--- config.mk ---
export PLATFORM = sky130hd
export DESIGN_NAME = fft_bfly_stage
export DESIGN_NICKNAME = d
export VERILOG_FILES = /design/src/rtl/fft_bfly_stage.sv
export SDC_FILE = /design/constraint.sdc
export NUM_CORES = 1
export LEC_CHECK = 0
export CAP_MARGIN = 20
export CORE_ASPECT_RATIO = 2
export CORE_MARGIN = 2
export CORE_UTILIZATION = 28
export CTS_CLUSTER_DIAMETER = 80
export DETAILED_ROUTE_END_ITERATION = 8
export PLACE_DENSITY = 0.56
export RECOVER_POWER = 25
export REMOVE_ABC_BUFFERS = 1
export SYNTH_ARGS = -nofsm -noshare
export SYNTH_HDL_FRONTEND = slang
export SYNTH_SLANG_ARGS = --single-unit
export TNS_END_PERCENT = 100
--- constraint.sdc ---
create_clock -name clk -period 3 [get_ports clk]
set_input_delay 0.9 -clock clk [delete_from_list [all_inputs] [get_ports clk]]
set_output_delay 0.9 -clock clk [all_outputs]
set_load 0.01 [all_outputs]
--- src/rtl/fft_bfly_stage.sv ---
// fft_bfly_stage -- pipelined radix-2 DIT butterfly, two register stages.
//
// Takes the companion sample a and the twiddled product bw = b*W coming
// straight out of the complex multiplier, and produces
//    y0 = (a + bw)/2,  y1 = (a - bw)/2
// saturated to the DBW-bit sample range, ready for the next FFT stage.
//
// Ports (all complex buses packed {im, re}):
//    clk        rising-edge clock
//    rst_n      asynchronous active-low reset
//    in_valid   a/bw presented
//    in_ready   stage accepts a/bw this cycle
//    a          2*DBW, signed DBW per component
//    bw         4*DBW, signed 2*DBW per component (product in Q(DBW-1))
//    out_valid  y0/y1 valid
//    out_ready  downstream accepts y0/y1
//    y0, y1     2*DBW, signed DBW per component
//    ovf        sticky: some output component saturated
//    ovf_clr    synchronous clear of ovf (a same-cycle set wins)
//
// Build option: define BFLY_ROUND_EN to round half-up in the /2 scaling
// (add 1 before the shift). Without it the scaling truncates (floor).
// The bw alignment shift truncates in both builds.

module fft_bfly_stage #(
    parameter int DBW = 3
) (
    input  logic             clk,
    input  logic             rst_n,
    input  logic             in_valid,
    output logic             in_ready,
    input  logic [2*DBW-1:0] a,
    input  logic [4*DBW-1:0] bw,
    output logic             out_valid,
    input  logic             out_ready,
    output logic [2*DBW-1:0] y0,
    output logic [2*DBW-1:0] y1,
    output logic             ovf,
    input  logic             ovf_clr
);

    // Sum/difference width: a (DBW) plus aligned product (DBW+1) never
    // exceeds DBW+2 bits, including the rounding increment.
    localparam int SW = DBW + 2;
    localparam logic signed [SW-1:0] MAXV = SW'((1 << (DBW - 1)) - 1);
    localparam logic signed [SW-1:0] MINV = ~MAXV;

    // Returns {saturated, value[DBW-1:0]} for one halved component.
    function automatic logic [DBW:0] scale_sat(input logic signed [SW-1:0] v);
        logic signed [SW-1:0] vr;
        logic signed [SW-1:0] sh;
        logic [DBW:0]         r;
`ifdef BFLY_ROUND_EN
        vr = v + SW'(1);
`else
        vr = v;
`endif
        sh = vr >>> 1;
        if (sh > MAXV) begin
            r = {1'b1, MAXV[DBW-1:0]};
        end else if (sh < MINV) begin
            r = {1'b1, MINV[DBW-1:0]};
        end else begin
            r = {1'b0, sh[DBW-1:0]};
        end
        return r;
    endfunction

    // Stage 1 registers
    logic             s1_valid_q, s1_valid_d;
    logic [2*DBW-1:0] s1_a_q, s1_a_d;
    logic [DBW:0]     s1_bs_re_q, s1_bs_re_d;
    logic [DBW:0]     s1_bs_im_q, s1_bs_im_d;

    // Stage 2 registers
    logic             s2_valid_q, s2_valid_d;
    logic [2*DBW-1:0] y0_q, y0_d;
    logic [2*DBW-1:0] y1_q, y1_d;
    logic             ovf_q, ovf_d;

    logic adv;
    logic accept;

    // The low DBW-1 bits of each product component fall off in the
    // Q(DBW-1) alignment.
    logic unused_bw;
    assign unused_bw = ^{bw[DBW-2:0], bw[3*DBW-2:2*DBW]};

    assign adv      = !s2_valid_q || out_ready;
    assign in_ready = !s1_valid_q || adv;
    assign accept   = in_valid && in_ready;

    logic signed [SW-1:0] a_re_x, a_im_x, bs_re_x, bs_im_x;
    logic signed [SW-1:0] sum_re, sum_im, dif_re, dif_im;
    logic [DBW:0]         r0_re, r0_im, r1_re, r1_im;
    logic                 sat_any;

    always_comb begin
        a_re_x  = {{2{s1_a_q[DBW-1]}}, s1_a_q[DBW-1:0]};
        a_im_x  = {{2{s1_a_q[2*DBW-1]}}, s1_a_q[2*DBW-1:DBW]};
        bs_re_x = {s1_bs_re_q[DBW], s1_bs_re_q};
        bs_im_x = {s1_bs_im_q[DBW], s1_bs_im_q};
        sum_re  = a_re_x + bs_re_x;
        sum_im  = a_im_x + bs_im_x;
        dif_re  = a_re_x - bs_re_x;
        dif_im  = a_im_x - bs_im_x;
        r0_re   = scale_sat(sum_re);
        r0_im   = scale_sat(sum_im);
        r1_re   = scale_sat(dif_re);
        r1_im   = scale_sat(dif_im);
        sat_any = r0_re[DBW] | r0_im[DBW] | r1_re[DBW] | r1_im[DBW];
    end

    always_comb begin
        s1_valid_d = s1_valid_q;
        s1_a_d     = s1_a_q;
        s1_bs_re_d = s1_bs_re_q;
        s1_bs_im_d = s1_bs_im_q;
        s2_valid_d = s2_valid_q;
        y0_d       = y0_q;
        y1_d       = y1_q;
        ovf_d      = ovf_q;

        // When in_ready is high stage 1 either is empty or is emptying
        // into stage 2 this cycle, so it simply takes in_valid.
        if (in_ready) begin
            s1_valid_d = in_valid;
        end
        if (accept) begin
            s1_a_d     = a;
            s1_bs_re_d = bw[2*DBW-1:DBW-1];
            s1_bs_im_d = bw[4*DBW-1:3*DBW-1];
        end

        if (adv) begin
            s2_valid_d = s1_valid_q;
            // Only overwrite the outputs with real data so y0/y1 keep
            // their last value while the pipe runs dry.
            if (s1_valid_q) begin
                y0_d = {r0_im[DBW-1:0], r0_re[DBW-1:0]};
                y1_d = {r1_im[DBW-1:0], r1_re[DBW-1:0]};
            end
        end

        if (adv && s1_valid_q && sat_any) begin
            ovf_d = 1'b1;
        end else if (ovf_clr) begin
            ovf_d = 1'b0;
        end
    end

    always_ff @(posedge clk or negedge rst_n) begin
        if (!rst_n) begin
            s1_valid_q <= 1'b0;
            s1_a_q     <= '0;
            s1_bs_re_q <= '0;
            s1_bs_im_q <= '0;
            s2_valid_q <= 1'b0;
            y0_q       <= '0;
            y1_q       <= '0;
            ovf_q      <= 1'b0;
        end else begin
            s1_valid_q <= s1_valid_d;
            s1_a_q     <= s1_a_d;
            s1_bs_re_q <= s1_bs_re_d;
            s1_bs_im_q <= s1_bs_im_d;
            s2_valid_q <= s2_valid_d;
            y0_q       <= y0_d;
            y1_q       <= y1_d;
            ovf_q      <= ovf_d;
        end
    end

    assign out_valid = s2_valid_q;
    assign y0        = y0_q;
    assign y1        = y1_q;
    assign ovf       = ovf_q;

endmodule

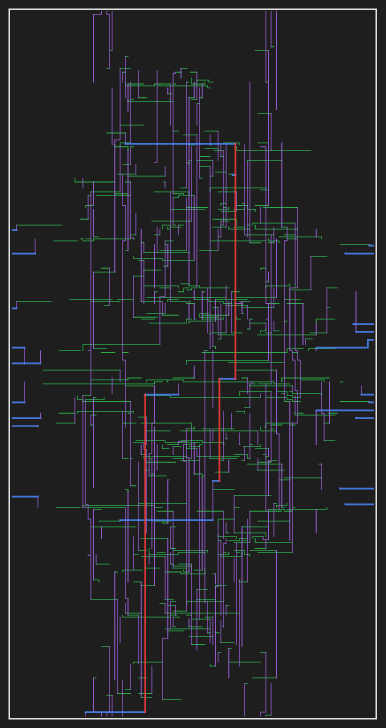
**Above:** run 1 (metal layers overlaid).
- metal 2: purple (wire length 2,160 microns)
- metal 4: red (wire length 114 microns)
- metal 3: blue (wire length 133 microns)
- metal 1: green (wire length 1,350 microns)
gr usage total: 0.110
Detailed Route WL: 3760 microns
vias post-DR: 1,299
Routed WL per cell: 12.5 microns

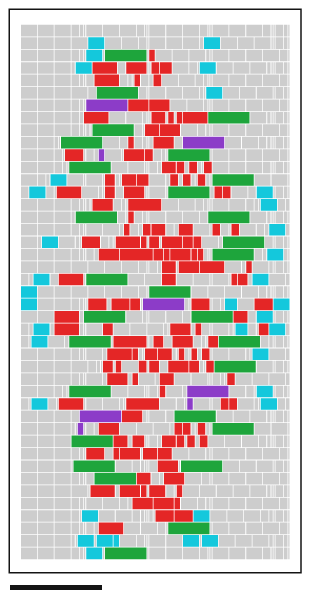
**Above:** run 1 (cell classes on the final placement).
Bar = 20 microns. Fill, decap, tap and diode cells in grey.
- clock drivers and dummy loads: purple (cells 8; share of their area 5.7%)
- combinational and other logic: red (cells 137; share of their area 49%)
- remaining buffers and delay cells: cyan (cells 36; share of their area 15%)
- sequential cells: green (cells 29; share of their area 30%)
CORE AREA: 6890 sq um
FP Rows: 43
Seq/total area: 0.289
final core occ: 0.364

==> run summary, run 1 <==
die height - 123 microns
HPWL after DPL - 2980 microns
Worst IR Drop VDD - 0.276 mV
Max Clk Rate - 342 MHz
status - finished with violations
Top-area cell share - 0.367
count of final setup violators - 0
Sink Count - 29
top cells by area - dfrtp_1 (37%), ha_1 (15%), mux2_4 (9.1%), a21oi_1 (5.8%), fa_1 (4.1%)
number of enable flip-flop cells - 0
Unique masters post-synth - 36
ys async rst share - 1.00
DR WL met2 - 2160 microns
Finished Layout Cells - 300
Power Total - 1.99 mW
unrepaired setup endpoints after global routing - false
Max H-tree Level - 2
Post-synth top cells - dfrtp_1 (29), ha_1 (24), a21oi_1 (23), inv_1 (15), mux2_4 (12)
final net count - 260
Critical Path Sink Type - output pin
Pwr Density - 792 nW/um^2
CP bufs+invs - 2
clock tree buffer depth - 2
Seq share, synth - 0.367
Area growth syn-to-layout - 26.9%
first-pass GRT wire length - 6420 microns
Placed Instance Area - 2380 sq um
Reg clk slew, reported paths - 0.05 ns
Final Slew Violations - 30
Setup CP Type - input port to output pin
share of post-route cells with drive strength above 1 - 0.167
Critical Path Sink - in_ready
gr ovfl total - 0
post-route cell area - 2510 sq um
Final Wtd Congestion - 0.814
Synth flops - 29
Net Sw Frac - 0.338
met1 wire length - 1350 microns
WHS - 0.504 ns
crit-path most repeated cell - clkdlybuf4s50_1
Post-Place Setup Slack - 0.0648 ns
fp util - 0.287
Period minus WS final - 2.92 ns
switching pwr - 671 uW
initial antenna violation count - 0
static leakage - 1.13 nW
Top Metal Used - met4
register share of total power - 0.296
CP peak stage delay - 0.54 ns
YS chip area - 1980 sq um
cts bufs inserted - 5
worst reg2reg startpoint - s1_a_q[3]$_DFFE_PN0P_
Vias/cell - 4.33
CTS tree - built
buffers added on ports - 33
drt first-iter violations - 16
Final ANT Viol Nets - 0
Mean Syn Cell Area - 11.4 sq um
DRC errors left - 0
Clock Skews - 0.00191 ns
Commonest flop - dfrtp_1
Yosys warnings - 0
WHS Path Cells - 1
Tool Warnings - 43
Setup WS post-layout - 0.0750 ns
Yosys top cell by instances - dfrtp_1
Final TNS setup - 0 ns
Ports - 38
Clock power frac - 0.237
first-pass detailed-route iteration total - 3
failing checks - capacitance limit, slew limit
Worst Setup SP - out_ready
Synth Cell Area - 1980 sq um
Power Internal - 1.32 mW
yosys cell count - 174
actual transition at the worst max-transition pin - 1.63 ns
delay-heaviest family, CP - buffers and inverters
slowest cell on the critical path - clkdlybuf4s50_1
CTS root buf - clkbuf_16
vias in the first global route - 1,383
CP max FO - 2
Worst-Skew Late Latency - 0.27 ns
worst reg2reg setup slack - 0.58 ns
placed cell count - 292
Register-to-Register Path Depth - 7
metal3 WL - 132 microns
Comb gate area - 1120 sq um
critical path depth - 3
Reg area - 726 sq um
Die Wd - 63.4 microns
worst flop-to-flop path endpoint - ovf$_DFFE_PN0P_
hold crit path type - register to register
WP data arrival - 2.02 ns
Period Utilization, post-route - 0.975
Worst slew margin - -0.0899
CP Data Required Time - 2.10 ns
Setup Buffers After CTS - 0
chip area - 7790 sq um
CP cell instances - clkdlybuf4s50_1 -> nand3b_2 -> clkdlybuf4s50_1
post-CTS resize count - 0
ANT cells - 0
crit start category - input port
power share of the combinational group - 0.466
# hold bufs at CTS - 0
Final Hold Fails - 0
largest net degree at the start of global routing - 30
max_cap viols - 1
Yosys top cell by area - dfrtp_1
cell count after synthesis - 174
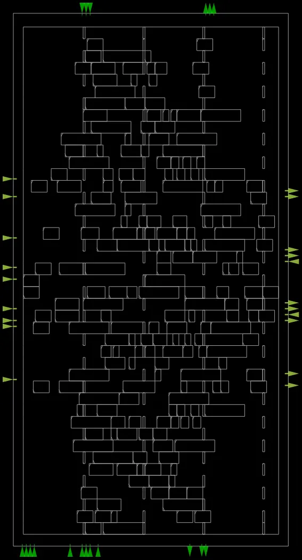
**Above:** run 1 (placement view).
filler cell count: 745
Seq cells: 29

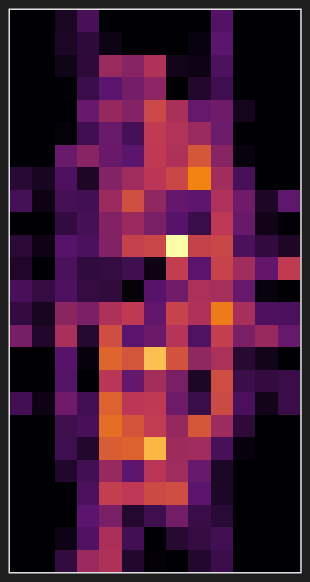
**Above:** run 1 (wire density map).
The die is cut into 13 by 25 equal tiles; black is low, pale yellow is high, scaled to the fullest tile. Values are wire area over tile area, all layers added.
- densest ninth of the die: centre
- fullest tile: 0.36
- nearly empty tiles: 31%

[run 1: area by class of cell]
cell class,instances,share of cell area
clock buffers,8,0.0544
inverters,17,0.0254
multi-input cells,120,0.447
well taps,90,0.0449
flip-flops and latches,29,0.289
repair buffers,36,0.139
[run 1: worst min-delay path by stage]
stage                            endpoint  slack (ns)                  start
finish                  y1[5]$_DFFE_PN0P_        0.50      y1[5]$_DFFE_PN0P_
global route            y1[5]$_DFFE_PN0P_        0.52      y1[5]$_DFFE_PN0P_
CTS                     y1[5]$_DFFE_PN0P_        0.51      y1[5]$_DFFE_PN0P_
detailed placement      y1[5]$_DFFE_PN0P_        0.50      y1[5]$_DFFE_PN0P_
global placement        y1[5]$_DFFE_PN0P_        0.49      y1[5]$_DFFE_PN0P_
floorplan           s1_a_q[0]$_DFFE_PN0P_        0.49  s1_a_q[0]$_DFFE_PN0P_
[run 1: registers in the layout (all words and copies together) (netlist names)]
name        flops
s1_a_q          6
ovf             1
s1_bs_re_q      4
out_valid       1
s1_bs_im_q      4
y1              6
s1_valid_q      1
y0              6
[run 1: per-layer routing]
metal | vias to the layer above | GRT usage
met3 | 7 | 0.0266
met4 | 0 | 0.0734
li1 | 655 | -
met2 | 28 | 0.209
met5 | - | 0
met1 | 609 | 0.0997
[run 1: worst reg2reg max path: cells and delay by family, from the launching register on]
family	cells	cell delay [ns]
compound gates	2	0.41
fa+ha+maj	2	0.72
flops	1	0.38
mux	1	0.29
simple gates	2	0.48
[run 1: power groups by stage]
stage | Combinational (mW) | Sequential, mW | Clock [mW]
2_1_floorplan | 0.571 | 0.620 | 0
3_3_place_gp | 0.932 | 0.594 | 0
3_5_place_dp | 0.945 | 0.599 | 0
4_1_cts | 0.948 | 0.594 | 0.487
5_1_grt | 1.04 | 0.611 | 0.502
6_report | 0.927 | 0.588 | 0.472
[run 1: cells in the final DEF, fill, tap and decap left out, drive strengths merged]
| cell | count |
|---|---|
| mux2 | 19 |
| o22ai | 1 |
| a22oi | 1 |
| dlygate4sd3 | 1 |
| and2 | 3 |
| a221oi | 2 |
| dfrtp | 29 |
| xnor2 | 6 |
| xor2 | 4 |
| nand2 | 2 |
| o21ai | 1 |
| inv | 17 |
| o21a | 1 |
| nand3 | 1 |
| fa | 4 |
| buf | 2 |
| a31o | 2 |
| nand3b | 1 |
| a22o | 1 |
| ha | 24 |
| nor2 | 6 |
| nor4b | 1 |
| a21o | 2 |
| mux2i | 1 |
| nor3 | 2 |
| a21oi | 23 |
| a31oi | 2 |
| nand2b | 9 |
| a211o | 1 |
| clkbuf | 9 |
| clkdlybuf4s50 | 32 |
[run 1: cell families after synthesis]
| logic type | Yosys count | synth area share |
|---|---|---|
| XOR/XNOR | 10 | 0.0443 |
| multiplexers | 20 | 0.136 |
| adder cells (fa/ha/maj) | 28 | 0.192 |
| flip-flops | 29 | 0.367 |
| buffers and inverters | 25 | 0.0658 |
| AND/OR/NAND/NOR | 25 | 0.0759 |
| AND-OR/OR-AND | 37 | 0.118 |
==> run 2, diff against run 1 <==
Settings changed: PLACE_DENSITY 0.56 to 0.58.
Clock period 3 ns to 2.4 ns, I/O delays scaled along.
==> run summary, run 2 <==
WP data arrival - 2.47 ns
clock tree buffer depth - 2
delay-heaviest family, CP - adder cells
Pwr Density - 984 nW/um^2
Worst IR Drop VDD - 0.389 mV
HPWL after DPL - 3050 microns
number of enable flip-flop cells - 0
CTS tree - built
Vias/cell - 4.33
Synth flops - 29
Seq share, synth - 0.367
Area growth syn-to-layout - 31.2%
Max Clk Rate - 431 MHz
ANT cells - 0
count of final setup violators - 0
Yosys warnings - 0
CP max FO - 2
Mean Syn Cell Area - 11.4 sq um
CP cell instances - nand2b_1 -> fa_1 -> a211o_1 -> mux2_2 -> ha_1 -> nor4b_2 -> o22ai_1
most frequent logic cells in the routed design - clkdlybuf4s50_1 (31), dfrtp_1 (29), a21oi_1 (23), ha_1 (23), inv_1 (15)
fp util - 0.287
buffers added on ports - 33
Ports - 38
CP Data Required Time - 2.55 ns
static leakage - 1.18 nW
Final ANT Viol Nets - 0
Final Hold Fails - 0
top cells by area - dfrtp_1 (37%), ha_1 (15%), mux2_4 (9.1%), a21oi_1 (5.8%), fa_1 (4.1%)
cell count after synthesis - 174
Die Wd - 63.4 microns
CORE AREA - 6890 sq um
Final Wtd Congestion - 0.810
Detailed Route WL - 3760 microns
Critical Path Sink Type - register
Yosys top cell by area - dfrtp_1
actual transition at the worst max-transition pin - 0.754 ns
Final Slew Violations - 0
Post-Place Setup Slack - -0.174 ns
CTS root buf - clkbuf_16
Top-area cell share - 0.367
Period Utilization, post-route - 0.967
largest net degree at the start of global routing - 30
YS chip area - 1980 sq um
Worst-Skew Late Latency - 0.27 ns
DRC errors left - 0
Top cell excl fill/tap - clkdlybuf4s50_1
CP bufs+invs - 0
share of post-route cells with drive strength above 1 - 0.218
Period minus WS final - 2.32 ns
FP Rows - 43
Setup CP Type - register to register
Setup WS post-layout - 0.0800 ns
cts bufs inserted - 5
drt first-iter violations - 33
status - finished clean
Clock Skews - 0.00211 ns
Unique masters post-synth - 36
first-pass detailed-route iteration total - 4
yosys cell count - 174
CP peak stage delay - 0.40 ns
first-pass GRT wire length - 6530 microns
unrepaired setup endpoints after global routing - false
max_cap viols - 0
post-route cell area - 2590 sq um
final net count - 270
Yosys top cell by instances - dfrtp_1
Max H-tree Level - 2
Sink Count - 29
Placed Instance Area - 2450 sq um
hold crit path type - register to register
crit start category - register
ys async rst share - 1.00
slowest cell on the critical path - fa_1
initial antenna violation count - 0
Final TNS setup - 0 ns
die height - 123 microns
Setup Buffers After CTS - 0
final core occ - 0.377
[run 2: cell counts after synthesis]
Identical to the previous run, type by type.
[run 2: cell type report]
type,instances,area [sq um],area share
clock buffer,8,136,0.0526
timing repair buffer,46,425,0.164
multi-input combinational,120,1130,0.436
sequential,29,726,0.280
inverter,17,63.8,0.0246
tap,90,113,0.0434
[run 2: where the power goes]
group          switching [mW]  total [mW]  internal (mW)  leakage [nW]
Clock                   0.203       0.588          0.384        0.0652
Sequential             0.0929       0.725          0.632         0.329
Combinational           0.561        1.24          0.678         0.786
[run 2: path summary, 6_finish.rpt]
| path | slack [ns] | end | startpoint | cells past startpoint |
|---|---|---|---|---|
| hold reg to reg | 0.51 | y1[5]$_DFFE_PN0P_ | y1[5]$_DFFE_PN0P_ | 1 |
| hold / removal | 0.51 | y1[5]$_DFFE_PN0P_ | y1[5]$_DFFE_PN0P_ | 1 |
| setup / recovery | 0.08 | ovf$_DFFE_PN0P_ | s1_a_q[3]$_DFFE_PN0P_ | 7 |
| setup reg to reg | 0.08 | ovf$_DFFE_PN0P_ | s1_a_q[3]$_DFFE_PN0P_ | 7 |
| max in group asynchronous | 0.87 | y0[2]$_DFFE_PN0P_ | rst_n | 2 |
| min in group asynchronous | 1.05 | s1_bs_im_q[3]$_DFFE_PN0P_ | rst_n | 2 |
[run 2: cells by family after synthesis]
group,share of synthesized area
AOI/OAI and AO/OA,0.118
xor gates and xnor gates,0.0443
adders and majority gates,0.192
buffers and inverters,0.0658
DFF,0.367
muxes,0.136
and+or+nand+nor,0.0759
[run 2: metal layers]
layer | global-route usage | vias to the layer above | part of all wire
li1 | - | 681 | -
met1 | 0.105 | 628 | 0.38
met2 | 0.212 | 26 | 0.56
met3 | 0.0165 | 6 | 0.034
met4 | 0.0693 | 0 | 0.029
met5 | 0 | - | 0
[run 2: repair_timing]
item                                    in CTS  in global routing
cloned                                       0                  0
gates resized                                1                  3
endpoints found under the setup margin       1                  2
hold buffers                                 0                  0
[run 2: worst reg2reg max path, stage by stage (launching register included)]
cell and delay [ns]:
dfrtp_1 0.36, nand2b_1 0.17, fa_1 0.40, a211o_1 0.30, mux2_2 0.29, ha_1 0.32, nor4b_2 0.26, o22ai_1 0.10
[run 2: stage by stage]
step | hold slack (ns) | power, mW | cells
after global routing | 0.526 | 2.77 | 310
after CTS | 0.512 | 2.58 | 310
after global placement | 0.492 | 1.95 | 302
after detailed placement | 0.498 | 1.98 | 302
final | 0.507 | 2.55 | 310
after floorplan | 0.424 | 1.49 | 166
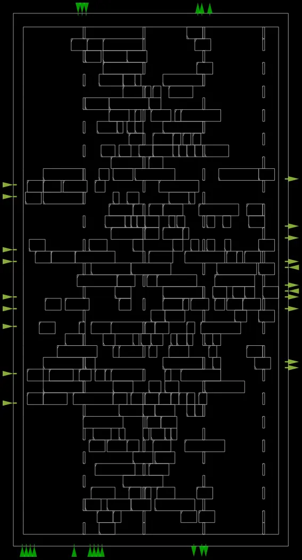
**Above:** run 2 (placement view).
Finished Layout Cells: 310
Seq/total area: 0.280
filler cell count: 721
tapcell count: 90

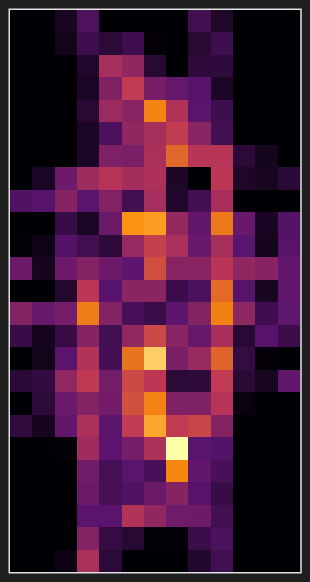
**Above:** run 2 (wire density map).
The die is cut into 13 by 25 equal tiles; black is low, pale yellow is high, scaled to the fullest tile. Values are wire area over tile area, all layers added.
- densest ninth of the die: centre
- fullest tile: 0.37
- mean over tiles: 0.076
- nearly empty tiles: 32%
- tiles over half the peak: 8.3%
gr usage total: 0.110
Routed WL per cell: 12.1 microns
vias post-DR: 1,341

==> run 3, diff against run 2 <==
Settings changed: CORE_MARGIN 2 to 1.
==> run summary, run 3 <==
status - finished clean
drt first-iter violations - 14
unrepaired setup endpoints after global routing - false
Seq share, synth - 0.367
CP cell instances - clkdlybuf4s50_1 -> nand3b_2 -> dlygate4sd2_1
Final TNS setup - 0 ns
gr usage total - 0.116
Final Hold Fails - 0
fp util - 0.287
Register-to-Register Path Depth - 7
share of post-route cells with drive strength above 1 - 0.212
metal3 WL - 140 microns
Top cell excl fill/tap - clkdlybuf4s50_1
Max Clk Rate - 424 MHz
CP bufs+invs - 2
ANT cells - 0
cts bufs inserted - 5
filler cell count - 735
ys async rst share - 1.00
DRC errors left - 0
YS chip area - 1980 sq um
Max H-tree Level - 2
Worst-Skew Late Latency - 0.28 ns
final net count - 267
Yosys top cell by area - dfrtp_1
Final Slew Violations - 0
crit start category - input port
most frequent logic cells in the routed design - clkdlybuf4s50_1 (31), dfrtp_1 (29), a21oi_1 (23), ha_1 (23), inv_1 (15)
CTS tree - built
Worst IR Drop VDD - 0.400 mV
Post-synth top cells - dfrtp_1 (29), ha_1 (24), a21oi_1 (23), inv_1 (15), mux2_4 (12)
Worst slew margin - 0.514
and+or+nand+nor area frac - 0.0759
Synth Cell Area - 1980 sq um
power share of the combinational group - 0.482
Area growth syn-to-layout - 30.1%
Setup CP Type - input port to output pin
DR WL met2 - 2190 microns
Clock power frac - 0.232
XOR Share, Synth - 0.0443
comb area leader - adder cells
Top-area cell share - 0.367
Final ANT Viol Nets - 0
yosys cell count - 174
Clock Skews - 0.00338 ns
Net Sw Frac - 0.337
WHS Path Cells - 1
register share of total power - 0.286
vias in the first global route - 1,408
Power Internal - 1.68 mW
Tool Warnings - 43
# hold bufs at CTS - 0
Routed WL per cell - 12.2 microns
Unique masters post-synth - 36
slowest cell on the critical path - clkdlybuf4s50_1
largest net degree at the start of global routing - 30
top cells by area - dfrtp_1 (37%), ha_1 (15%), mux2_4 (9.1%), a21oi_1 (5.8%), fa_1 (4.1%)
clock tree buffer depth - 2
CP peak stage delay - 0.41 ns
Adder Share, Synth - 0.192
Yosys warnings - 0
FP Rows - 43
Reg clk slew, reported paths - 0.05 ns
met1 wire length - 1320 microns
Compound Share, Synth - 0.118
Pwr Density - 986 nW/um^2
first-pass detailed-route iteration total - 4
number of enable flip-flop cells - 0
max_cap viols - 0
Period minus WS final - 2.36 ns
cell count after synthesis - 174
count of final setup violators - 0
Final Wtd Congestion - 0.758
CTS root buf - clkbuf_16
Vias/cell - 4.35
Mean Syn Cell Area - 11.4 sq um
Die Wd - 61.4 microns
CP Data Required Time - 1.68 ns
Synth flops - 29
first-pass GRT wire length - 6260 microns
mux frac, synth - 0.136
Ports - 38
gr ovfl total - 0
switching pwr - 854 uW
HPWL after DPL - 3000 microns
Commonest flop - dfrtp_1
Sink Count - 29
critical path depth - 3
Critical Path Sink Type - output pin
CORE AREA - 6890 sq um
Yosys top cell by instances - dfrtp_1
hold crit path type - register to register
actual transition at the worst max-transition pin - 0.729 ns
die height - 121 microns
Top Metal Used - met4
chip area - 7420 sq um
WP data arrival - 1.64 ns
delay-heaviest family, CP - buffers and inverters
initial antenna violation count - 0
static leakage - 1.16 nW
CP max FO - 2
buffers added on ports - 33
Period Utilization, post-route - 0.984
-- run 3: cell count changes in the layout (fill, tap and decap cells not counted) --
cell,previous run,this run
buf_4,12,9
clkdlybuf4s15_1,1,0
dlygate4sd2_1,0,1
fa_1,4,3
fa_2,0,1
-- run 3: per-layer routing --
layer	global-route usage	vias up
met5	0	-
li1	-	674
met4	0.0667	0
met1	0.116	628
met2	0.206	28
met3	0.0257	6
-- run 3: area by class of cell --
| cell class | instances | area, sq um | area share |
|---|---|---|---|
| Multi-Input combinational cell | 120 | 1130 | 0.440 |
| Sequential cell | 29 | 726 | 0.282 |
| Timing Repair Buffer | 43 | 402 | 0.156 |
| Clock buffer | 8 | 136 | 0.0530 |
| Tap cell | 90 | 113 | 0.0438 |
| Inverter | 17 | 63.8 | 0.0248 |
-- run 3: power groups by stage --
stage | clock [mW] | combinational [mW] | sequential (mW)
2_1_floorplan | 0 | 0.714 | 0.775
3_3_place_gp | 0 | 1.20 | 0.733
3_5_place_dp | 0 | 1.22 | 0.736
4_1_cts | 0.604 | 1.22 | 0.730
5_1_grt | 0.624 | 1.37 | 0.750
6_report | 0.588 | 1.22 | 0.726
-- run 3: final timing paths --
kind / end / start / slack [ns]
hold / removal: y1[5]$_DFFE_PN0P_ / y1[5]$_DFFE_PN0P_ / 0.51
max in group asynchronous: s1_bs_im_q[3]$_DFFE_PN0P_ / rst_n / 0.91
hold reg to reg: y1[5]$_DFFE_PN0P_ / y1[5]$_DFFE_PN0P_ / 0.51
setup / recovery: in_ready / out_ready / 0.04
setup reg to reg: ovf$_DFFE_PN0P_ / s1_a_q[3]$_DFFE_PN0P_ / 0.15
min in group asynchronous: y1[2]$_DFFE_PN0P_ / rst_n / 1.03
-- run 3: kinds of logic after synthesis --
group,Yosys count
flops,29
simple gates,25
fa+ha+maj,28
xor+xnor,10
mux,20
buf+inv,25
compound gates,37
-- run 3: repair_timing --
action                     in CTS  in global routing
gates resized                   1                  3
buffers inserted                0                  0
setup endpoints to repair       1                  1
hold endpoints to repair        0                  0
-- run 3: through the flow --
| step | hold WS (ns) | std cells | area [sq um] | total power [mW] | setup slack (ns) |
|---|---|---|---|---|---|
| after global routing | 0.533 | 307 | 2570 | 2.74 | 0.00720 |
| final | 0.512 | 307 | 2570 | 2.54 | 0.0395 |
| after CTS | 0.517 | 307 | 2560 | 2.56 | 0.0133 |
| after detailed placement | 0.495 | 299 | 2430 | 1.96 | -0.179 |
| after floorplan | 0.424 | 166 | 1910 | 1.49 | 0.237 |
| after global placement | 0.498 | 299 | 2430 | 1.94 | -0.157 |
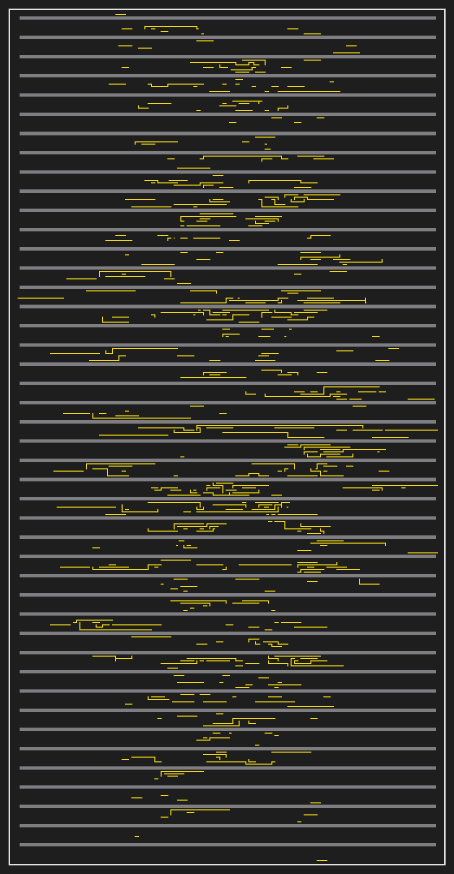
**Above:** run 3 (metal 1).
Supply wires on this layer in grey.
- nets with wire on the layer: 219
- longest straight run: 23.5 microns
vias post-DR: 1,336
Detailed Route WL: 3740 microns
GR Util met1: 0.116

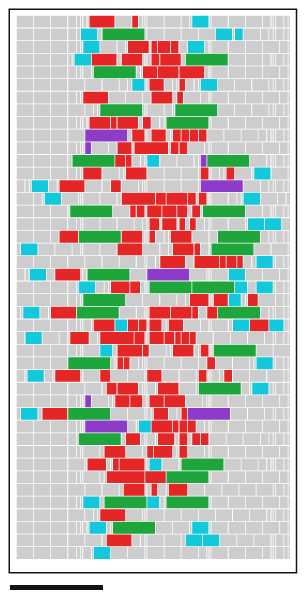
**Above:** run 3 (cell classes on the final placement).
Bar = 20 microns. Fill, decap, tap and diode cells in grey.
- remaining buffers and delay cells: cyan (cells 43; share of their area 16%)
- sequential cells: green (cells 29; share of their area 30%)
- combinational and other logic: red (cells 137; share of their area 49%)
- clock drivers and dummy loads: purple (cells 8; share of their area 5.5%)
Seq/total area: 0.282
final core occ: 0.374

Power figures rest on the tool's default switching activity, not on a simulated workload.
